## config.mk

```make
export PLATFORM = sky130hd
export DESIGN_NAME = magma_cmp_stream
export DESIGN_NICKNAME = d
export VERILOG_FILES = /design/src/rtl/magma_cmp_pkg.sv /design/src/rtl/magma_cmp_core.sv /design/src/rtl/magma_cmp_stream.sv
export SDC_FILE = /design/constraint.sdc
export NUM_CORES = 1
export LEC_CHECK = 0
export CAP_MARGIN = 20
export CORE_MARGIN = 4
export CORE_UTILIZATION = 53
export CTS_BUF_LIST = sky130_fd_sc_hd__clkbuf_16
export DETAILED_ROUTE_END_ITERATION = 6
export PLACE_DENSITY = 0.84
export SLEW_MARGIN = 20
export SYNTH_ARGS = -nofsm -noshare
export SYNTH_HDL_FRONTEND = slang
export SYNTH_SLANG_ARGS = --single-unit
```

## constraint.sdc

```tcl
create_clock -name CLK -period 4.3 [get_ports CLK]
set_input_delay 0.43 -clock CLK [delete_from_list [all_inputs] [get_ports CLK]]
set_output_delay 0.43 -clock CLK [all_outputs]
set_load 0.02 [all_outputs]
```

## src/rtl/magma_cmp_pkg.sv

```systemverilog
// rtl/magma_cmp_pkg.sv - shared opcode enum and legality helpers for the streaming comparator
// Signed opcodes are legal only when MAGMA_CMP_SIGNED_EN is defined.
package magma_cmp_pkg;

  localparam int CMP_OP_W = 3;

`ifdef MAGMA_CMP_SIGNED_EN
  localparam bit CMP_SIGNED_EN = 1'b1;
`else
  localparam bit CMP_SIGNED_EN = 1'b0;
`endif

  typedef enum logic [CMP_OP_W-1:0] {
    CMP_EQ  = 3'd0,
    CMP_NE  = 3'd1,
    CMP_ULT = 3'd2,
    CMP_ULE = 3'd3,
    CMP_UGT = 3'd4,
    CMP_UGE = 3'd5,
    CMP_SLT = 3'd6,
    CMP_SGE = 3'd7
  } cmp_op_e;

  function automatic logic cmp_is_signed(input logic [CMP_OP_W-1:0] op);
    return (cmp_op_e'(op) == CMP_SLT) || (cmp_op_e'(op) == CMP_SGE);
  endfunction

  // Without the signed build, the two signed opcodes have no hardware behind them.
  function automatic logic cmp_op_illegal(input logic [CMP_OP_W-1:0] op);
    return cmp_is_signed(op) && !CMP_SIGNED_EN;
  endfunction

endpackage

```

## src/rtl/magma_cmp_core.sv

```systemverilog
// rtl/magma_cmp_core.sv - combinational WIDTH-bit compare for all eight opcodes
// Signed compare logic exists only when MAGMA_CMP_SIGNED_EN is defined.
module magma_cmp_core
  import magma_cmp_pkg::*;
#(
  parameter int WIDTH = 8
) (
  input  logic [WIDTH-1:0]    a,
  input  logic [WIDTH-1:0]    b,
  input  logic [CMP_OP_W-1:0] op,
  output logic                res,
  output logic                illegal
);

  always_comb begin
    res     = 1'b0;
    illegal = cmp_op_illegal(op);
    case (cmp_op_e'(op))
      CMP_EQ:  res = (a == b);
      CMP_NE:  res = (a != b);
      CMP_ULT: res = (a <  b);
      CMP_ULE: res = (a <= b);
      CMP_UGT: res = (a >  b);
      CMP_UGE: res = (a >= b);
`ifdef MAGMA_CMP_SIGNED_EN
      // With WIDTH=1 the lone bit is the sign, so 1 reads as -1.
      CMP_SLT: res = ($signed(a) <  $signed(b));
      CMP_SGE: res = ($signed(a) >= $signed(b));
`else
      CMP_SLT: res = 1'b0;
      CMP_SGE: res = 1'b0;
`endif
      default: res = 1'b0;
    endcase
  end

endmodule

```

## src/rtl/magma_cmp_stream.sv

```systemverilog
// rtl/magma_cmp_stream.sv - two-stage valid/ready compare pipeline with hit counter and opcode error flag
// Signed opcodes 6/7 are built only under MAGMA_CMP_SIGNED_EN; otherwise they flag op_err.
module magma_cmp_stream
  import magma_cmp_pkg::*;
#(
  parameter int WIDTH       = 8,
  parameter int COUNT_WIDTH = 16
) (
  input  logic                   CLK,
  input  logic                   RESETN,
  input  logic [WIDTH-1:0]       I0,
  input  logic [WIDTH-1:0]       I1,
  input  logic [CMP_OP_W-1:0]    op,
  input  logic                   in_valid,
  output logic                   in_ready,
  output logic                   O,
  output logic                   out_valid,
  input  logic                   out_ready,
  input  logic                   count_clr,
  output logic [COUNT_WIDTH-1:0] hit_count,
  output logic                   op_err
);

  localparam logic [COUNT_WIDTH-1:0] HIT_MAX = '1;

  logic                s1_v;
  logic [WIDTH-1:0]    s1_a;
  logic [WIDTH-1:0]    s1_b;
  logic [CMP_OP_W-1:0] s1_op;
  logic                s2_v;
  logic                s2_o;

  logic s1_rdy, s2_rdy;
  logic accept, advance, hit_xfer;
  logic core_res, core_illegal;

  // No skid buffer: readiness ripples straight back from out_ready.
  assign s2_rdy   = !s2_v || out_ready;
  assign s1_rdy   = !s1_v || s2_rdy;
  assign in_ready = s1_rdy;

  assign accept   = in_valid && s1_rdy;
  assign advance  = s1_v && s2_rdy;
  assign hit_xfer = s2_v && out_ready && s2_o;

  assign out_valid = s2_v;
  assign O         = s2_o;

  magma_cmp_core #(
    .WIDTH(WIDTH)
  ) u_core (
    .a      (s1_a),
    .b      (s1_b),
    .op     (s1_op),
    .res    (core_res),
    .illegal(core_illegal)
  );

  always_ff @(posedge CLK) begin
    if (!RESETN) begin
      s1_v  <= 1'b0;
      s1_a  <= '0;
      s1_b  <= '0;
      s1_op <= '0;
      s2_v  <= 1'b0;
      s2_o  <= 1'b0;
    end else begin
      if (s1_rdy) s1_v <= in_valid;
      if (accept) begin
        s1_a  <= I0;
        s1_b  <= I1;
        s1_op <= op;
      end
      if (s2_rdy) s2_v <= s1_v;
      if (advance) s2_o <= core_res && !core_illegal;
    end
  end

  // Clear beats a same-cycle hit; a same-cycle illegal accept beats clear.
  always_ff @(posedge CLK) begin
    if (!RESETN) begin
      hit_count <= '0;
      op_err    <= 1'b0;
    end else begin
      if (count_clr)
        hit_count <= '0;
      else if (hit_xfer && hit_count != HIT_MAX)
        hit_count <= hit_count + 1'b1;

      if (accept && cmp_op_illegal(op))
        op_err <= 1'b1;
      else if (count_clr)
        op_err <= 1'b0;
    end
  end

endmodule

```

==> results.ini, run 1 <==
[floorplan]
dieWidth_um=68.3
chipArea_sq_mm=0.00466
io_pins=44
fp_util=0.564
design.core.area_sq_mm=0.00342
die_h_um=68.3

[global_route]
grt.met1_usage=0.258
antenna_found_initial=0
grt-busiest-layer=met2
grt_pass1_vias=1556
grt.total_usage=0.199
grt_pass1_wl_um=6830
grt_max_degree=27

[timing]
worstMarginPinSlew_ns=0.731
setup_viol=0
fin_skew_ns=0.00395
hold_viol_final=0
fin_crit_ns=2.23
max_slew_margin=0.511
fmax_mhz=449
hold_slack_ns=0.469
rsz0062_at_grt=no
finalCritPeriodShare=0.518
final.setup.tns_ns=0

[detailed_routing]
detail_route.first_pass.iterations=4
viasPerCell=5.42
drc_errors=0
vias=1728
detail_route.wirelength_um=4140
ant_nets=0
first_iter_violations=96

[clock_network]
path_clk_slew_ns=0.05
hold_buffers=0
cts_made_buffers=5
h-tree-depth=2
cts_resized=0
insertion_delay_ns=0.28
ctsRootBufferMaster=clkbuf_16
post-cts-setup-buffers=0
cts_sinks=39

[logic_synthesis]
synth_warnings=0
edf_count=0
area_leaders=dfxtp_1 41%, nand2_1 11%, a21boi_0 7.8%
most_common_cell=nand2_1
syn-mean-instance-area_sq_um=8.37
synth_cell_types=41
yosys.stat.seqShare=0.405
top_area_frac=0.405
ys_ff=39
netlist_instances=230
ys_cells=230
synthTopCellsByCount=55 x nand2_1, 39 x dfxtp_1, 20 x a21boi_0
syn_area_sq_mm=0.00193
ff_type=dfxtp_1
synth_nets=263
yosys_area_sq_mm=0.00193

[worst_setup_path]
worstSetupPathType=input port to output port
reg2reg_from=s1_b[7]
crit_start=out_ready
required_ns=3.87
start_kind=input port
cp.arrival_ns=1.80
crit_path_max_fanout=5
worst_setup_path_end_kind=output port

[run]
cap_violations=0
tool_warnings=26

[finish]
logic_area_sq_mm=0.00108
diodes=0
fillers=269
finalNetCount=307
drive_above_1_share=0.0549
final_layout_top_logic_cells=55 x nand2_1, 43 x clkdlybuf4s50_1, 39 x dfxtp_1, 20 x a21boi_0
layout.cells.non_filler=319
layout_top_cell=nand2_1
flop_area_sq_um=781

[power_and_ir_drop]
p_sw_uw=181
seqPwrFrac=0.474
p_comb_frac=0.112
power_uw=806
p_int_uw=626
max-vdd-ir-drop_v=0.000217
switching_share=0.224
power_density_mw_per_mm2=320

[placed_design]
post-place-cells=313
portBuffers=43
dpl-instance-area_sq_mm=0.00239
dp_slack_ns=1.79
gp_congestion=0.779

[min_path]
hp-start=s1_b[7]
holdCritPathClass=flop to flop

[outcome]
status=complete, no violations

## run 1: routing by layer
layer,vias to the layer above,wire length [um],share of wire
li1,889,-,-
met1,789,1950,0.47
met2,43,1890,0.46
met3,7,214,0.052
met4,0,91,0.022
met5,-,0,0
## run 1: kinds of logic after synthesis
family                     share of synthesized area
AOI/OAI and AO/OA                              0.188
xor gates and xnor gates                      0.0273
adders and majority gates                     0.0585
buffers and inverters                         0.0351
DFF                                            0.405
muxes                                         0.0104
and+or+nand+nor                                0.276
## run 1: registers in the layout, summed over array words and instances (netlist names)
signal,cells
s1_a,8
O,1
s1_b,8
hit_count,16
s1_op,3
s1_v,1
op_err,1
out_valid,1
## run 1: path summary, 6_finish.rpt
check | endpoint | slack [ns] | depth (start not counted)
max | in_ready | 2.07 | 4
min | s1_b[7] | 0.47 | 2
max reg2reg | O | 2.35 | 7
min reg2reg | s1_b[7] | 0.47 | 2
## run 1: final cells by class
cell class / count / share of cell area
multi-input cells: 173 / 0.427
flip-flops and latches: 39 / 0.309
repair buffers: 44 / 0.174
clock buffers: 5 / 0.0496
well taps: 46 / 0.0228
inverters: 11 / 0.0164
clock inverters: 1 / 0.00149
## run 1: worst max-delay path, stage by stage
cell and delay [ns]:
clkdlybuf4s50_1 0.49, nor2b_1 0.23, nand2_1 0.11, clkdlybuf4s50_1 0.55
## run 1: power by group through the flow
stage / Combinational (mW) / Sequential, mW / Clock, mW
floorplan: 0.0503 / 0.389 / 0
global placement: 0.0866 / 0.389 / 0
detailed placement: 0.0907 / 0.389 / 0
CTS: 0.0913 / 0.382 / 0.337
global route: 0.102 / 0.383 / 0.353
finish: 0.0907 / 0.382 / 0.333
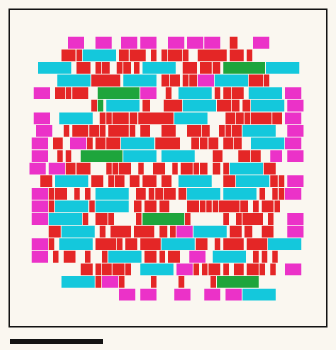
Figure 1: run 1, placement by cell class.
The bar under the picture is 20 um long.
green -> clock drivers and dummy loads  # cells 6, share of their area 5.2%
magenta -> other buffers and delay cells  # cells 44, share of their area 18%
red -> all other logic  # cells 184, share of their area 45%
cyan -> flip-flops  # cells 39, share of their area 32%
Cell Rows: 21
fraction of area in registers: 0.309
Util after Layout: 0.739

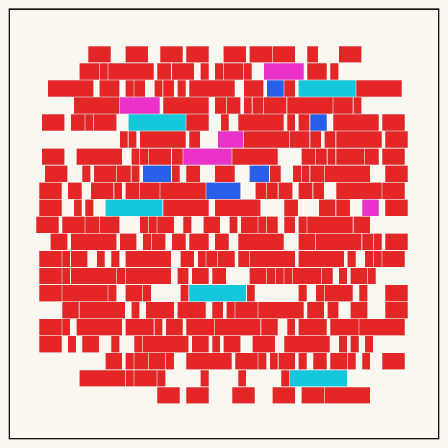
Figure 2: run 1, cells by drive strength.
magenta -> drive 3 to 4  # cells 5, share 1.8%
blue -> drive 2  # cells 5, share 1.8%
red -> drive 1 or less  # cells 258, share 95%
cyan -> drive 6 and up  # cells 5, share 1.8%
number of non-clock buffers: 44
final instance area: 0.00252 sq mm
area grow syn2layout: 31.1%
post-route setup slack: 2.07 ns

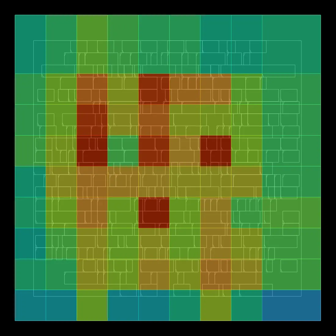
Figure 3: run 1, congestion heat map.
GR Util met3: 0.0476
average wire per standard cell: 13.0 um

==> run 2: changes to the inputs <==
- CORE_UTILIZATION: 53 -> 50
- PLACE_DENSITY: 0.84 -> 0.8
- clock period: 4.3 -> 2.3 ns (I/O delays scaled with it)
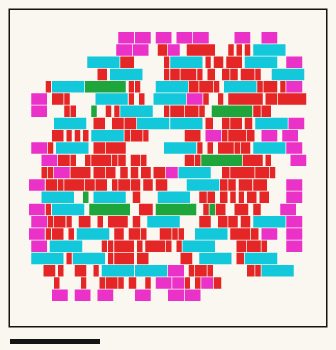
Figure 4: run 2, placement by cell class.
The bar under the picture is 20 um long.
green -> clock drivers and dummy loads  # cells 8, share of their area 5.5%
magenta -> other buffers and delay cells  # cells 47, share of their area 18%
red -> all other logic  # cells 184, share of their area 45%
cyan -> flip-flops  # cells 39, share of their area 31%
Cell Rows: 22
Util after Layout: 0.693
Core Region: 0.00369 sq mm
final instance area: 0.00256 sq mm
fraction of area in registers: 0.305

==> results.ini, run 2 <==
[finish]
drive_above_1_share=0.0647  ; was 0.0549
layout.cells.non_filler=326  ; was 319
largest_registers=hit_count x16, s1_a x8, s1_b x8  ; unchanged
fillers=301  ; was 269
top_register=hit_count  ; unchanged
flop_area_sq_um=781  ; unchanged
layout_top_cell=nand2_1  ; unchanged
logic_area_sq_mm=0.00108  ; unchanged
final_layout_top_logic_cells=55 x nand2_1, 43 x clkdlybuf4s50_1, 39 x dfxtp_1, 20 x a21boi_0  ; unchanged
diodes=0  ; unchanged
largest_reg_flops=16  ; unchanged
finalNetCount=310  ; was 307

[detailed_routing]
top_layer=met4  ; unchanged
vias=1732  ; was 1728
detail_route.wirelength_um=3960  ; was 4140 um
post_drt_wl_per_cell_um=12.1  ; was 13.0 um
ant_nets=0  ; unchanged
first_iter_violations=99  ; was 96
drc_errors=0  ; unchanged
met2WireLength_um=1980  ; was 1890 um
detail_route.first_pass.iterations=4  ; unchanged

[clock_network]
path_clk_slew_ns=0.06  ; was 0.05 ns
post-cts-setup-buffers=0  ; unchanged
h-tree-depth=2  ; unchanged
cts_sinks=39  ; unchanged
ctsRootBufferMaster=clkbuf_16  ; unchanged
cts_resized=0  ; unchanged
cts_made_buffers=5  ; unchanged
insertion_delay_ns=0.28  ; about the same
hold_buffers=0  ; unchanged

[timing]
max_slew_margin=0.650  ; was 0.511
final.setup.tns_ns=0  ; unchanged
fin_skew_ns=0.00488  ; was 0.00395 ns
worstMarginPinSlew_ns=0.521  ; was 0.731 ns
fmax_mhz=531
rsz0062_at_grt=no  ; unchanged
finalCritPeriodShare=0.818
setup_viol=0  ; unchanged
layout_setup_ws_ns=0.418  ; was 2.07 ns
fin_crit_ns=1.88
hold_slack_ns=0.461  ; was 0.469 ns

[power_and_ir_drop]
power.group.top=sequential cells  ; unchanged
max-vdd-ir-drop_v=0.000525  ; was 0.000217 V
p_int_mw=1.18  ; was 626 uW
power_density_mw_per_mm2=592  ; was 320 mW/mm^2
comb_power_uw=167  ; was 90.7 uW
p_comb_frac=0.110  ; was 0.112
seq_power_uw=713  ; was 382 uW
p_sw_uw=338  ; was 181 uW
seqPwrFrac=0.471  ; was 0.474
pg_clk_uw=634  ; was 333 uW

[global_route]
grt.total_usage=0.166  ; was 0.199
grt_max_degree=22  ; was 27
antenna_found_initial=0  ; unchanged
grt_pass1_vias=1606  ; was 1556

[logic_synthesis]
syn-mean-instance-area_sq_um=8.37  ; unchanged
netlist_instances=230  ; unchanged
yosys.stat.seqShare=0.405  ; unchanged
synthTopCellsByCount=55 x nand2_1, 39 x dfxtp_1, 20 x a21boi_0  ; unchanged
area_leaders=dfxtp_1 41%, nand2_1 11%, a21boi_0 7.8%  ; unchanged
top_area_frac=0.405  ; unchanged
ys_ff=39  ; unchanged
yosys_area_sq_mm=0.00193  ; unchanged
synth_cell_types=41  ; unchanged
synth_warnings=0  ; unchanged
synth_nets=263  ; unchanged
edf_count=0  ; unchanged
ff_type=dfxtp_1  ; unchanged
ys_cells=230  ; unchanged
syn_area_sq_mm=0.00193  ; unchanged

[worst_setup_path]
crit_path_max_fanout=5  ; unchanged
cp.arrival_ns=2.04  ; was 1.80 ns
worstSetupPathType=flop to flop  ; was input port to output port
required_ns=2.46  ; was 3.87 ns
worst_setup_path_end_kind=flop  ; was output port
start_kind=flop  ; was input port

[floorplan]
dieWidth_um=70.1  ; was 68.3 um
io_pins=44  ; unchanged
die_h_um=70.1  ; was 68.3 um
fp_util=0.522  ; was 0.564

[placed_design]
gp_congestion=0.817  ; was 0.779
portBuffers=43  ; unchanged
dp_slack_ns=0.426  ; was 1.79 ns
post-place-cells=318  ; was 313

[run]
cap_violations=0  ; unchanged
tool_warnings=26  ; unchanged

[outcome]
status=complete, no violations  ; unchanged

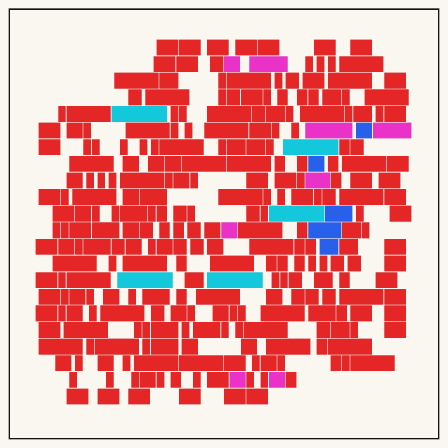
Figure 5: run 2, cells by drive strength.
blue -> drive 2  # cells 5, share 1.8%
magenta -> drive 3 to 4  # cells 8, share 2.9%
red -> drive 1 or less  # cells 260, share 94%
cyan -> drive 6 and up  # cells 5, share 1.8%
area grow syn2layout: 32.7%
number of non-clock buffers: 47

-- run 2: cell count changes in the layout (fill, tap and decap cells not counted) --
cell and change:
buf_4 +3, clkinv_1 +2
-- run 2: path summary, 6_finish.rpt --
kind                            cells past startpoint       to  slack (ns)  startpoint
worst max-delay path                                7        O        0.42     s1_b[7]
worst min-delay path                                2  s1_b[5]        0.46     s1_b[5]
worst max register to register                      7        O        0.42     s1_b[7]
worst min register to register                      2  s1_b[5]        0.46     s1_b[5]
-- run 2: kinds of logic after synthesis --
group                    synth area share
multiplexers                       0.0104
buffers and inverters              0.0351
AND-OR/OR-AND                       0.188
XOR/XNOR                           0.0273
flip-flops                          0.405
AND/OR/NAND/NOR                     0.276
adder cells (fa/ha/maj)            0.0585
-- run 2: critical path, cell delays in order, from the launching register on --
cell and delay (ns):
dfxtp_1 0.34, inv_1 0.05, ha_1 0.30, nand4_1 0.18, or3_1 0.40, and3_1 0.18
a311oi_1 0.22, o31ai_1 0.11
-- run 2: layer usage --
| metal | vias up | GRT usage |
|---|---|---|
| met3 | 9 | 0.0403 |
| met5 | - | 0 |
| met2 | 39 | 0.295 |
| met4 | 0 | 0.0915 |
| li1 | 895 | - |
| met1 | 789 | 0.178 |
-- run 2: through the flow --
stage	instance area (sq um)	power (mW)
final	2560	1.51
after global routing	2560	1.58
after CTS	2560	1.53
after detailed placement	2420	0.897
after global placement	2420	0.893
after floorplan	1930	0.822
-- run 2: cell type report --
type | instances | share of cell area
Timing Repair Buffer | 47 | 0.180
Sequential cell | 39 | 0.305
Inverter | 11 | 0.0162
Clock inverter | 3 | 0.00441
Clock buffer | 5 | 0.0489
Multi-Input combinational cell | 173 | 0.421
Tap cell | 48 | 0.0235
No activity file was given, so power comes from the tool's default toggle rates.
